**Run 1: track usage over the die**

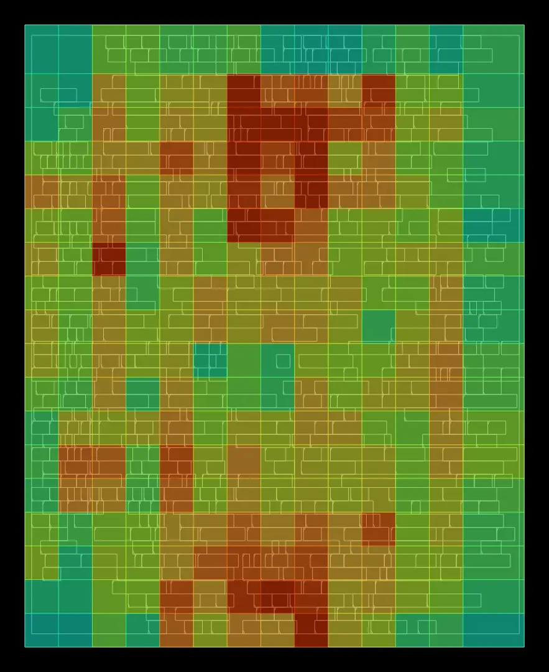
**Run 1: placement density heat map**

10 x 13 tiles, from white (low) to dark blue (high), 0 to 100% covered.
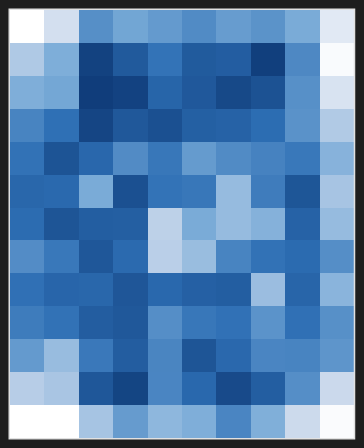
**Run 1: signal wires on met1**

Supply wires on this layer in gray.
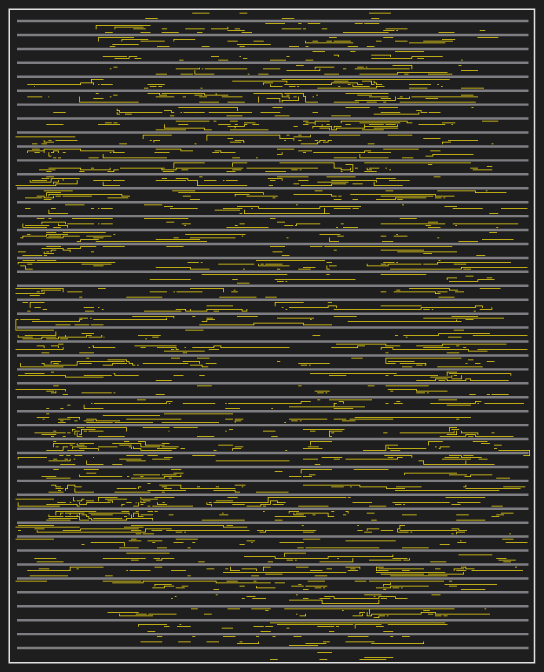
### src/rtl/packet_flit_sender_pkg.sv
// Shared types for the packet flit sender: flit/ID/count types and sender state.
package packet_flit_sender_pkg;

  localparam int MAX_NUM_OF_FLIT = 8;
  localparam int EXPIRE_TIME     = 100;
  localparam int FLIT_W          = 16;
  localparam int PACKET_ID_W     = 8;
  localparam int FLIT_NUM_W      = 8;
  localparam int FLIT_INDEX_W    = $clog2(MAX_NUM_OF_FLIT);
  localparam int RETRY_W         = 2;

  typedef logic [FLIT_W-1:0]      flit_t;
  typedef logic [PACKET_ID_W-1:0] packet_id_t;
  typedef logic [FLIT_NUM_W-1:0]  flit_num_t;

  typedef enum logic [1:0] {
    IDLE,
    SEND,
    WAIT_ACK
  } sender_state_t;

  // Transmit-side mirror of the receiver's packet_element_t.
  typedef struct packed {
    packet_id_t                          packet_id;
    logic [FLIT_INDEX_W-1:0]             tail_index;
    flit_t [MAX_NUM_OF_FLIT-1:0]         buffer;
    logic [RETRY_W-1:0]                  retry_cnt;
  } packet_send_element_t;

endpackage

### src/rtl/packet_flit_sender_ack_timer.sv
// Ack timeout counter and retry counter; only built with PACKET_SENDER_RETRANSMIT_EN.
`ifdef PACKET_SENDER_RETRANSMIT_EN
module packet_ack_timer #(
  parameter int TIMEOUT   = 100,
  parameter int MAX_RETRY = 3
) (
  input  logic clk,
  input  logic rst,
  input  logic run,
  input  logic clear_retry,
  input  logic bump_retry,
  output logic expire,
  output logic give_up
);

  localparam int TW = (TIMEOUT > 1) ? $clog2(TIMEOUT) : 1;
  localparam int RW = (MAX_RETRY > 0) ? $clog2(MAX_RETRY + 1) : 1;

  logic [TW-1:0] timer_q;
  logic [RW-1:0] retry_q;

  // Timer sits at zero outside WAIT_ACK so every entry starts a fresh wait.
  always_ff @(posedge clk) begin
    if (rst || !run) timer_q <= '0;
    else             timer_q <= timer_q + 1'b1;
  end

  always_ff @(posedge clk) begin
    if (rst || clear_retry) retry_q <= '0;
    else if (bump_retry)    retry_q <= retry_q + 1'b1;
  end

  assign expire  = run && (timer_q == TW'(TIMEOUT - 1));
  assign give_up = (retry_q == RW'(MAX_RETRY));

endmodule
`endif

### src/rtl/packet_flit_sender.sv
// Latches one packet and streams its flits with ID/index/head/tail tags.
// Optional ack/retransmit support: define PACKET_SENDER_RETRANSMIT_EN.
module packet_flit_sender
  import packet_flit_sender_pkg::*;
#(
  parameter int MAX_FLIT  = MAX_NUM_OF_FLIT,
  parameter int TIMEOUT   = EXPIRE_TIME,
  parameter int MAX_RETRY = 3,
  localparam int IDX_W    = (MAX_FLIT > 1) ? $clog2(MAX_FLIT) : 1
) (
  input  logic                         clk,
  input  logic                         rst,
  input  logic                         pkt_valid,
  output logic                         pkt_ready,
  input  logic [PACKET_ID_W-1:0]       pkt_id,
  input  logic [FLIT_NUM_W-1:0]        pkt_flit_num,
  input  logic [MAX_FLIT*FLIT_W-1:0]   pkt_flits,
  output logic                         flit_valid,
  input  logic                         flit_ready,
  output logic [FLIT_W-1:0]            flit_out,
  output logic [PACKET_ID_W-1:0]       flit_packet_id,
  output logic [IDX_W-1:0]             flit_index,
  output logic                         flit_is_head,
  output logic                         flit_is_tail,
  output logic                         done,
  output logic                         err
`ifdef PACKET_SENDER_RETRANSMIT_EN
  ,
  input  logic                         ack_valid,
  input  logic [PACKET_ID_W-1:0]       ack_packet_id
`endif
);

  sender_state_t          state, state_n;
  logic [PACKET_ID_W-1:0] id_q;
  logic [IDX_W-1:0]       idx_q, tail_q, tail_in;
  flit_t                  buf_q [MAX_FLIT];
  logic                   done_q, err_q, done_n, err_n;
  logic                   accept, hs, hs_tail, restart;

  assign accept  = pkt_valid & pkt_ready;
  assign hs      = flit_valid & flit_ready;
  assign hs_tail = hs & (idx_q == tail_q);

`ifdef PACKET_SENDER_RETRANSMIT_EN
  logic ack_hit, expire, give_up;

  assign ack_hit = ack_valid && (ack_packet_id == id_q);

  packet_ack_timer #(
    .TIMEOUT   (TIMEOUT),
    .MAX_RETRY (MAX_RETRY)
  ) u_ack_timer (
    .clk         (clk),
    .rst         (rst),
    .run         (state == WAIT_ACK),
    .clear_retry (accept),
    .bump_retry  (restart),
    .expire      (expire),
    .give_up     (give_up)
  );
`else
  localparam int unused_cfg = TIMEOUT + MAX_RETRY;
`endif

  // Oversized packets are clamped; N == 0 never reaches this path.
  always_comb begin
    if (pkt_flit_num > FLIT_NUM_W'(MAX_FLIT)) tail_in = IDX_W'(MAX_FLIT - 1);
    else                                      tail_in = IDX_W'(pkt_flit_num - 1'b1);
  end

  always_ff @(posedge clk) begin
    if (rst) state <= IDLE;
    else     state <= state_n;
  end

  always_comb begin
    state_n    = state;
    pkt_ready  = 1'b0;
    flit_valid = 1'b0;
    done_n     = 1'b0;
    err_n      = 1'b0;
    restart    = 1'b0;
    case (state)
      IDLE: begin
        pkt_ready = 1'b1;
        if (pkt_valid) begin
          if (pkt_flit_num == '0) err_n   = 1'b1;
          else                    state_n = SEND;
        end
      end
      SEND: begin
        flit_valid = 1'b1;
        if (hs_tail) begin
`ifdef PACKET_SENDER_RETRANSMIT_EN
          state_n = WAIT_ACK;
`else
          state_n = IDLE;
          done_n  = 1'b1;
`endif
        end
      end
`ifdef PACKET_SENDER_RETRANSMIT_EN
      WAIT_ACK: begin
        // A matching ack on the expiry cycle still counts as success.
        if (ack_hit) begin
          state_n = IDLE;
          done_n  = 1'b1;
        end else if (expire) begin
          if (give_up) begin
            state_n = IDLE;
            err_n   = 1'b1;
          end else begin
            state_n = SEND;
            restart = 1'b1;
          end
        end
      end
`endif
      default: state_n = IDLE;
    endcase
  end

  always_ff @(posedge clk) begin
    if (rst) begin
      id_q   <= '0;
      idx_q  <= '0;
      tail_q <= '0;
      done_q <= 1'b0;
      err_q  <= 1'b0;
    end else begin
      done_q <= done_n;
      err_q  <= err_n;
      if (accept) begin
        id_q   <= pkt_id;
        tail_q <= tail_in;
        idx_q  <= '0;
      end else if (restart) begin
        idx_q  <= '0;
      end else if (hs && !hs_tail) begin
        idx_q  <= idx_q + 1'b1;
      end
    end
  end

  always_ff @(posedge clk) begin
    if (accept) begin
      for (int k = 0; k < MAX_FLIT; k++) buf_q[k] <= pkt_flits[k*FLIT_W +: FLIT_W];
    end
  end

  assign flit_out       = (state == SEND) ? buf_q[idx_q] : '0;
  assign flit_packet_id = id_q;
  assign flit_index     = idx_q;
  assign flit_is_head   = (idx_q == '0);
  assign flit_is_tail   = (idx_q == tail_q);
  assign done           = done_q;
  assign err            = err_q;

endmodule

### config.mk
export PLATFORM = sky130hd
export DESIGN_NAME = packet_flit_sender
export DESIGN_NICKNAME = d
export VERILOG_FILES = /design/src/rtl/packet_flit_sender_pkg.sv /design/src/rtl/packet_flit_sender_ack_timer.sv /design/src/rtl/packet_flit_sender.sv
export SDC_FILE = /design/constraint.sdc
export NUM_CORES = 1
export LEC_CHECK = 0
export CAP_MARGIN = 20
export CORE_ASPECT_RATIO = 1.25
export CORE_UTILIZATION = 46
export DETAILED_ROUTE_END_ITERATION = 10
export GPL_TIMING_DRIVEN = 1
export PLACE_DENSITY = 0.79
export SYNTH_ARGS = -nofsm -noshare
export SYNTH_HDL_FRONTEND = slang
export SYNTH_SLANG_ARGS = --single-unit
### constraint.sdc
create_clock -name clk -period 6.95 [get_ports clk]
set_input_delay 1.39 -clock clk [delete_from_list [all_inputs] [get_ports clk]]
set_output_delay 1.39 -clock clk [all_outputs]
set_load 0.03 [all_outputs]
==> flow_summary.toml, run 1 <==
# generated from flow reports
[run_status]
status = "finished clean"

[timing]
max_freq_ghz = 0.220
period_used_share = 0.654
skew_ps = 6.17
whs_ps = 465
finalSetupViolCount = 0
hold_viol = 0
layout_setup_ws_ps = 2410
slew-limit-headroom = 0.309
rsz0062_at_grt = "false"

[cells_and_area]
lay_top_cells = "180 x clkdlybuf4s50_1, 128 x edfxtp_1, 33 x mux2_2"
design_area_um2 = 8370
fin_nets = 677
drive_gt1_frac = 0.160
nFillCells = 840

[pwr]
pwr-share-clk = 0.430
intPower_mw = 1.76
clk-power_mw = 0.954
pwr_density_cell_nw_per_um2 = 265
power_mw = 2.22
p_comb_mw = 0.216
power_leakage_nw = 2.85
power_leader = "registers"
seq_power_mw = 1.05

[clock_tree]
clkTransAtPathRegs_ps = 60
cts_resized = 0
cts_buffer_depth = 2
root_buffer = "clkbuf_16"

[die]
dieWidth_um = 102
io_pins = 181
rows = 45
dieArea_um2 = 13000

[placed_design]
dpl_cell_area_um2 = 7720
gp_congestion = 0.817
pre_cts_slack_ps = 2740
dp.cells = 669
dp_hpwl_um = 9300

[grt]
grt_util_met3 = 0.0821
use_met2 = 0.369

[critical_path]
crit_fanout = 20
end_kind = "output pin"
path_class = "reg -> out"
required_ps = 5560

[worst_hold_path]
hold_path.class = "reg -> reg"

[synthesis]
yosysCellCount = 339
synth_nets = 491
synthTopCellsByArea = "edfxtp_1 67%, dfxtp_1 6.9%, mux2_2 6.4%"
top_area_cell = "edfxtp_1"
yosysSeqAreaShare = 0.735

[drt]
wl_per_cell_um = 19.0
dr_wl_met3_um = 1060
highest_layer = "met4"
ant_nets = 0
route.detailed.drc = 0
wl_met2_um = 7040
dr.pass1.iters = 4

[flow_run]
warning_count = 29
Back to the opening pictures, 'track usage over the die':
GRT Util Overall: 0.217
gr busiest metal: met2

Back to the opening pictures, 'placement density heat map':
nearly empty tiles = 2.3%
fullest tile = 95%
mean over tiles = 63%
tiles over 75% full = 37%
FP Core Util: 0.473
Util after Layout: 0.685
Placeable Area: 12200 µm²

Back to the opening pictures, 'signal wires on met1':
wire length on this layer = 4910 µm
longest straight run = 34.0 µm
main direction = horizontal
share of all routed wire = 37%
nets with wire on the layer = 605
met1 usage: 0.238
DR vias: 3667

[run 1: final cells by class]
cell class | count | area, µm² | share of cell area
clock inverter | 13 | 183 | 0.0218
sequential | 148 | 4250 | 0.507
timing repair buffer | 183 | 1840 | 0.220
tap | 164 | 205 | 0.0245
clock buffer | 19 | 443 | 0.0529
inverter | 9 | 36.3 | 0.00433
multi-input combinational | 166 | 1420 | 0.169
[run 1: cell usage after synthesis (all sizes together)]
library cell and count:
edfxtp 128, mux2 33, nor2 30, dfxtp 20
nand2 20, mux4 16, o221ai 15, a21oi 11
buf 9, inv 9, clkbuf 7, a31oi 4
ha 4, nor3 4, xnor2 4, mux2i 3
nand2b 3, nand3 3, o21ai 3, o21a 2
a211oi 1, a311oi 1, and3 1, and3b 1
nor2b 1, nor4 1, o221a 1, o22ai 1
o31a 1, or3 1, or4 1
[run 1: registers in the layout (all words and copies together), names as in the netlist, named ones only]
name / flops
done: 1
tail_q: 3
flit_index: 3
flit_packet_id: 8
buf_q: 128
err: 1
state: 1
[run 1: cells by family (layout without fill, tap and decap cells)]
kind of cell               after synthesis  count (layout)  synth area share
AOI/OAI and AO/OA                       40              40            0.0492
and+or+nand+nor                         66              66            0.0496
adders and majority gates                4               4           0.00867
muxes                                   52              52             0.132
xor gates and xnor gates                 4               4           0.00607
buffers and inverters                   25             224            0.0197
DFF                                    148             148             0.735
[run 1: worst paths after layout]
check,start,endpoint,slack (ps),depth (start not counted)
worst min-delay path,flit_packet_id[2],flit_packet_id[2],470,2
worst min register to register,flit_packet_id[2],flit_packet_id[2],470,2
worst max register to register,state[0],buf_q[3][6],4050,4
worst max-delay path,register,flit_out[10],2410,4
[run 1: critical path, cell delays in order (launching register included)]
cell and delay, ps:
dfxtp_1 930, nand2b_1 680, o221ai_1 280, nor2_1 160, clkdlybuf4s50_1 680
**Run 1: the metal 4 layer**

Bar = 20 µm. Supply wires on this layer in gray. Cells faint in the background.
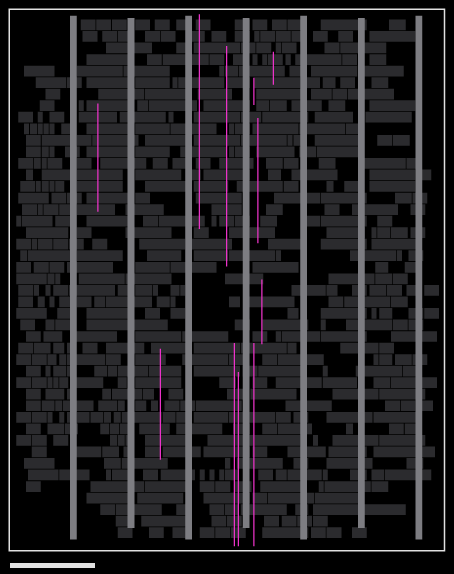

==> inputs of run 2 (changes only) <==
Settings changed: CORE_UTILIZATION 46 to 42, PLACE_DENSITY 0.79 to 0.76.
Clock period 6.95 ns to 4.1 ns, I/O delays scaled along.
**Run 2: the metal 4 layer**

Bar = 20 µm. Supply wires on this layer in gray. Cells faint in the background.
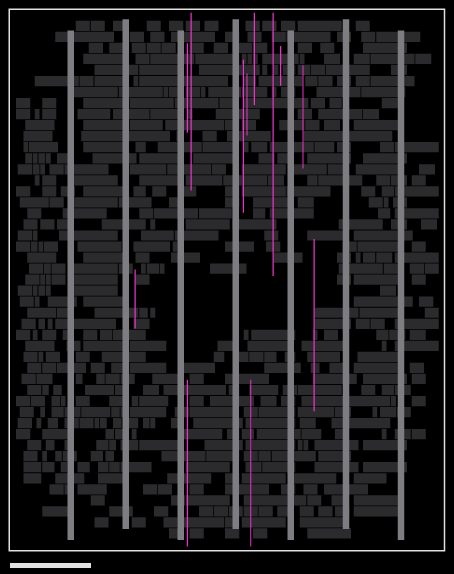
nets with wire on the layer = 10
wire length on this layer = 377 µm
DR vias: 3650
WL final: 13300 µm

==> flow_summary.toml, run 2 <==
# generated from flow reports
[placed_design]
gp_congestion = 0.838
dp_hpwl_um = 9680
pre_cts_slack_ps = 930

[die]
coreArea_um2 = 13300
dieWidth_um = 107
initCoreUtil = 0.433
dieArea_um2 = 14200

[timing]
hold_viol = 0
period_used_share = 0.878
slew-limit-headroom = 0.371
skew_ps = 10.2
rsz0062_at_grt = "false"
layout_setup_ws_ps = 499
max_freq_ghz = 0.278

[cells_and_area]
regMostFlops = "buf_q"
nFillCells = 1002
drive_gt1_frac = 0.166
largest_reg_flops = 128
fin_nets = 681
lay_top_cells = "180 x clkdlybuf4s50_1, 128 x edfxtp_1, 33 x mux2_2"

[grt]
grt-busiest-layer = "met2"
grt_usage = 0.195
grt_util_met3 = 0.0499
use_met2 = 0.342

[synthesis]
synthMuxAreaShare = 0.132
flop_cell = "edfxtp_1"
synth_nets = 491
edf_count = 128
top_cell = "edfxtp_1"
synthArstFlopShare = 0
aoi_share = 0.0492
synth-simple-area-share = 0.0496
synth-xor-area-share = 0.00607
fa_ha_area_frac = 0.00867

[critical_path]
required_ps = 3280
path_class = "reg -> out"
end_kind = "output pin"

[clock_tree]
cts_resized = 0
clkTransAtPathRegs_ps = 60
cts_buffer_depth = 2

[drt]
dr.pass1.iters = 5
ant_nets = 0
wl_per_cell_um = 18.6
route.detailed.drc = 0

[run_status]
status = "finished clean"

[flow_run]
warning_count = 28

[worst_hold_path]
hold_path.class = "reg -> reg"
==> run 2: cell counts after synthesis <==
No cell type changed its count.
==> run 2: critical path: stages (launching register included) <==
cell	delay, ps
dfxtp_1	540
buf_4	310
nand2_1	420
o221ai_1	410
nor2_1	80
clkdlybuf4s50_1	600
==> run 2: final timing paths <==
check | from | to | slack, ps | depth (start not counted)
max | register | flit_out[8] | 500 | 5
max reg2reg | state[0] | buf_q[0][6] | 1590 | 3
min | flit_packet_id[1] | flit_packet_id[1] | 470 | 2
min reg2reg | flit_packet_id[1] | flit_packet_id[1] | 470 | 2
==> run 2: stage by stage <==
stage,cells,hold slack [ps],area (µm²)
finish,713,468,8410
global route,713,503,8410
CTS,713,469,8410
detailed placement,681,458,7800
global placement,681,445,7800
floorplan,339,525,5780
==> run 2: where the power goes <==
part,switching (mW),internal [mW],total [mW]
Clock,0.616,0.939,1.56
Combinational,0.161,0.210,0.371
Sequential,0.0303,1.74,1.77
Total,0.807,2.89,3.70
==> run 2: logic make-up after synthesis <==
logic type / count (synthesis)
compound gates: 40
xor+xnor: 4
fa+ha+maj: 4
buf+inv: 25
flops: 148
mux: 52
simple gates: 66
==> run 2: layout make-up <==
class / count / area, µm² / share of cell area
multi-input combinational: 166 / 1420 / 0.169
clock inverter: 12 / 145 / 0.0173
timing repair buffer: 187 / 1890 / 0.225
inverter: 9 / 36.3 / 0.00432
clock buffer: 20 / 457 / 0.0543
tap: 171 / 214 / 0.0255
sequential: 148 / 4250 / 0.505
==> run 2: per-layer routing <==
metal | routed length (µm) | vias up
met5 | 0 | -
met4 | 377 | 0
met3 | 870 | 27
met2 | 7070 | 161
met1 | 4970 | 1758
li1 | - | 1704
**Run 2: signal wires on met1**

Supply wires on this layer in gray.
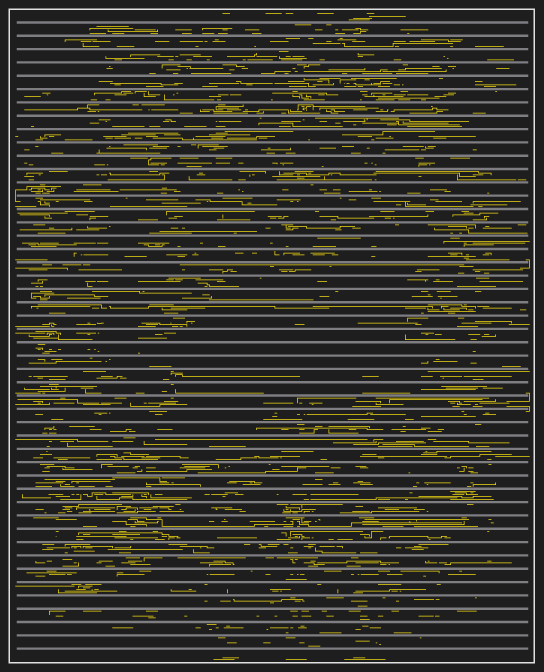

==> inputs of run 3 (changes only) <==
Settings changed: CORE_MARGIN set to 2.
**Run 3: signal wires on met1**

Supply wires on this layer in gray.
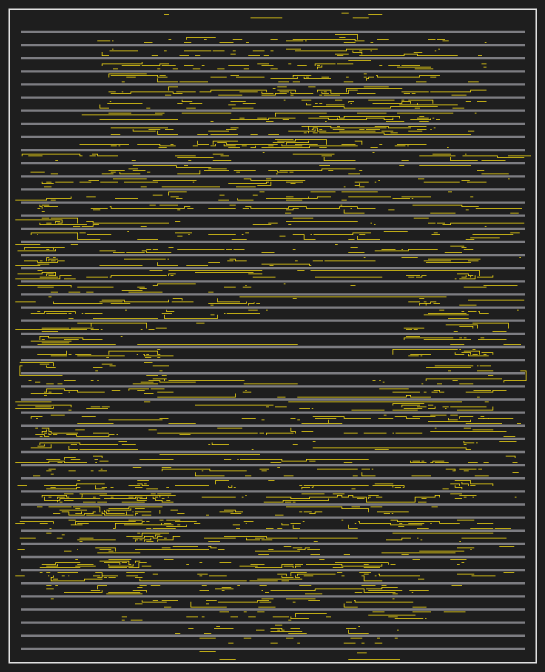
nets with wire on the layer = 617
main direction = horizontal
share of all routed wire = 34%
longest straight run = 42.8 µm
wire length on this layer = 4800 µm
met1 usage: 0.209
DR vias: 3715
WL final: 13900 µm

==> flow_summary.toml, run 3 <==
# generated from flow reports
[cells_and_area]
nFillCells = 1013
regArea_um2 = 4250
drive_gt1_frac = 0.166
regMostFlops = "buf_q"
inverters = 9
fin_cells = 714
sh_comb_area = 0.169
seq_cell_count = 148
top_area_cell_class = "flip-flops and latches"
largest_reg_flops = 128

[placed_design]
gp_congestion = 0.901
dp.cells = 682
dp_hpwl_um = 10100

[die]
initCoreUtil = 0.433
coreArea_um2 = 13300
dieWidth_um = 109
nWellTaps = 171
rows = 47
dieArea_um2 = 14700

[critical_path]
slowest_stage = "clkdlybuf4s50_1"
crit_chain = "buf_4, nand2_1, o221ai_1, nor2_1, clkdlybuf4s50_1"
path_buffers = 2
crit_fanout = 15
critical_path.top_delay_family = "buffers and inverters"
required_ps = 3280

[pwr]
switching_share = 0.208
combPwrFrac = 0.102
pwr_density_cell_nw_per_um2 = 439
power_leakage_nw = 2.88
intPower_mw = 2.92
p_seq_frac = 0.480
p_switching_mw = 0.768

[synthesis]
yosysSeqAreaShare = 0.735
top_area_cell = "edfxtp_1"
synthTopCellsByArea = "edfxtp_1 67%, dfxtp_1 6.9%, mux2_2 6.4%"
synth_nets = 491
synthArstFlopShare = 0

[grt]
grt-busiest-layer = "met2"
grt_usage = 0.201

[drt]
wl_met2_um = 7560
highest_layer = "met4"
dr.pass1.iters = 4
dr_wl_met3_um = 1040
drt-met1-wl_um = 4800
route.detailed.drc = 0

[timing]
slew-limit-headroom = 0.307
period_used_share = 0.874
skew_ps = 5.77
rsz0062_at_grt = "false"

[clock_tree]
root_buffer = "clkbuf_16"
clkTransAtPathRegs_ps = 60
cts_resized = 0

[flow_run]
warning_count = 28

[run_status]
status = "finished clean"
-- run 3: cell counts after synthesis --
No cell type changed its count.
-- run 3: through the flow --
step           worst slack (ps)  total power [mW]  hold slack (ps)  cell area, µm²  utilization
3_5_place_dp                906              2.18              449            7800        0.584
4_1_cts                     449              3.72              460            8400        0.629
2_1_floorplan               757              1.95              525            5780            -
5_1_grt                     330              3.81              496            8400        0.629
6_report                    516              3.69              460            8400        0.629
3_3_place_gp               1030              2.17              444            7800        0.584
-- run 3: power by group through the flow --
stage               registers [mW]  logic (mW)  clock network [mW]
finish                        1.77       0.376                1.54
global route                  1.78       0.403                1.63
CTS                           1.77       0.380                1.57
detailed placement            1.80       0.378                   0
global placement              1.80       0.371                   0
floorplan                     1.81       0.142                   0
-- run 3: worst register-to-register path, cell delays in order (launching register included) --
cell,delay [ps]
dfxtp_1,1010
nand2b_1,540
inv_4,370
or3_1,460
mux2i_1,210
-- run 3: worst paths after layout --
check	start	end	slack, ps	cells after the start
worst min register to register	flit_packet_id[2]	flit_packet_id[2]	460	2
worst max register to register	state[0]	register	1420	4
worst min-delay path	flit_packet_id[2]	flit_packet_id[2]	460	2
worst max-delay path	register	flit_out[10]	520	5
-- run 3: cells by family (layout without fill, tap and decap cells) --
logic type | after synthesis | after routing | share of synthesized area
AOI/OAI and AO/OA | 40 | 40 | 0.0492
muxes | 52 | 52 | 0.132
DFF | 148 | 148 | 0.735
adders and majority gates | 4 | 4 | 0.00867
buffers and inverters | 25 | 229 | 0.0197
and+or+nand+nor | 66 | 66 | 0.0496
xor gates and xnor gates | 4 | 4 | 0.00607

==> screenshots <==
Cell classes on the final placement.
Bar = 20 µm. Fill, decap, tap and diode cells in gray.
shot_01.png
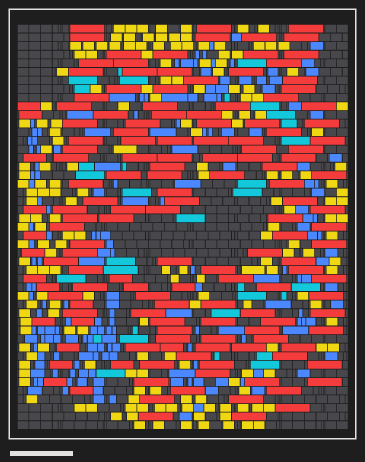
shot_02.png
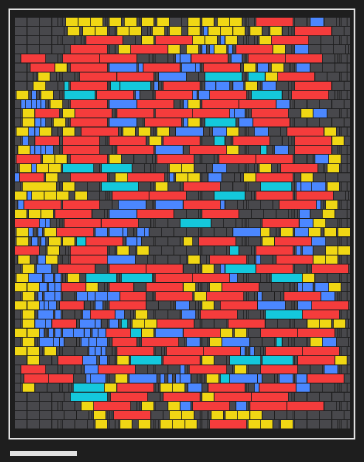
shot_02.png comes from run 1.
shot_01.png comes from run 3.

No activity file was given, so power comes from the tool's default toggle rates.
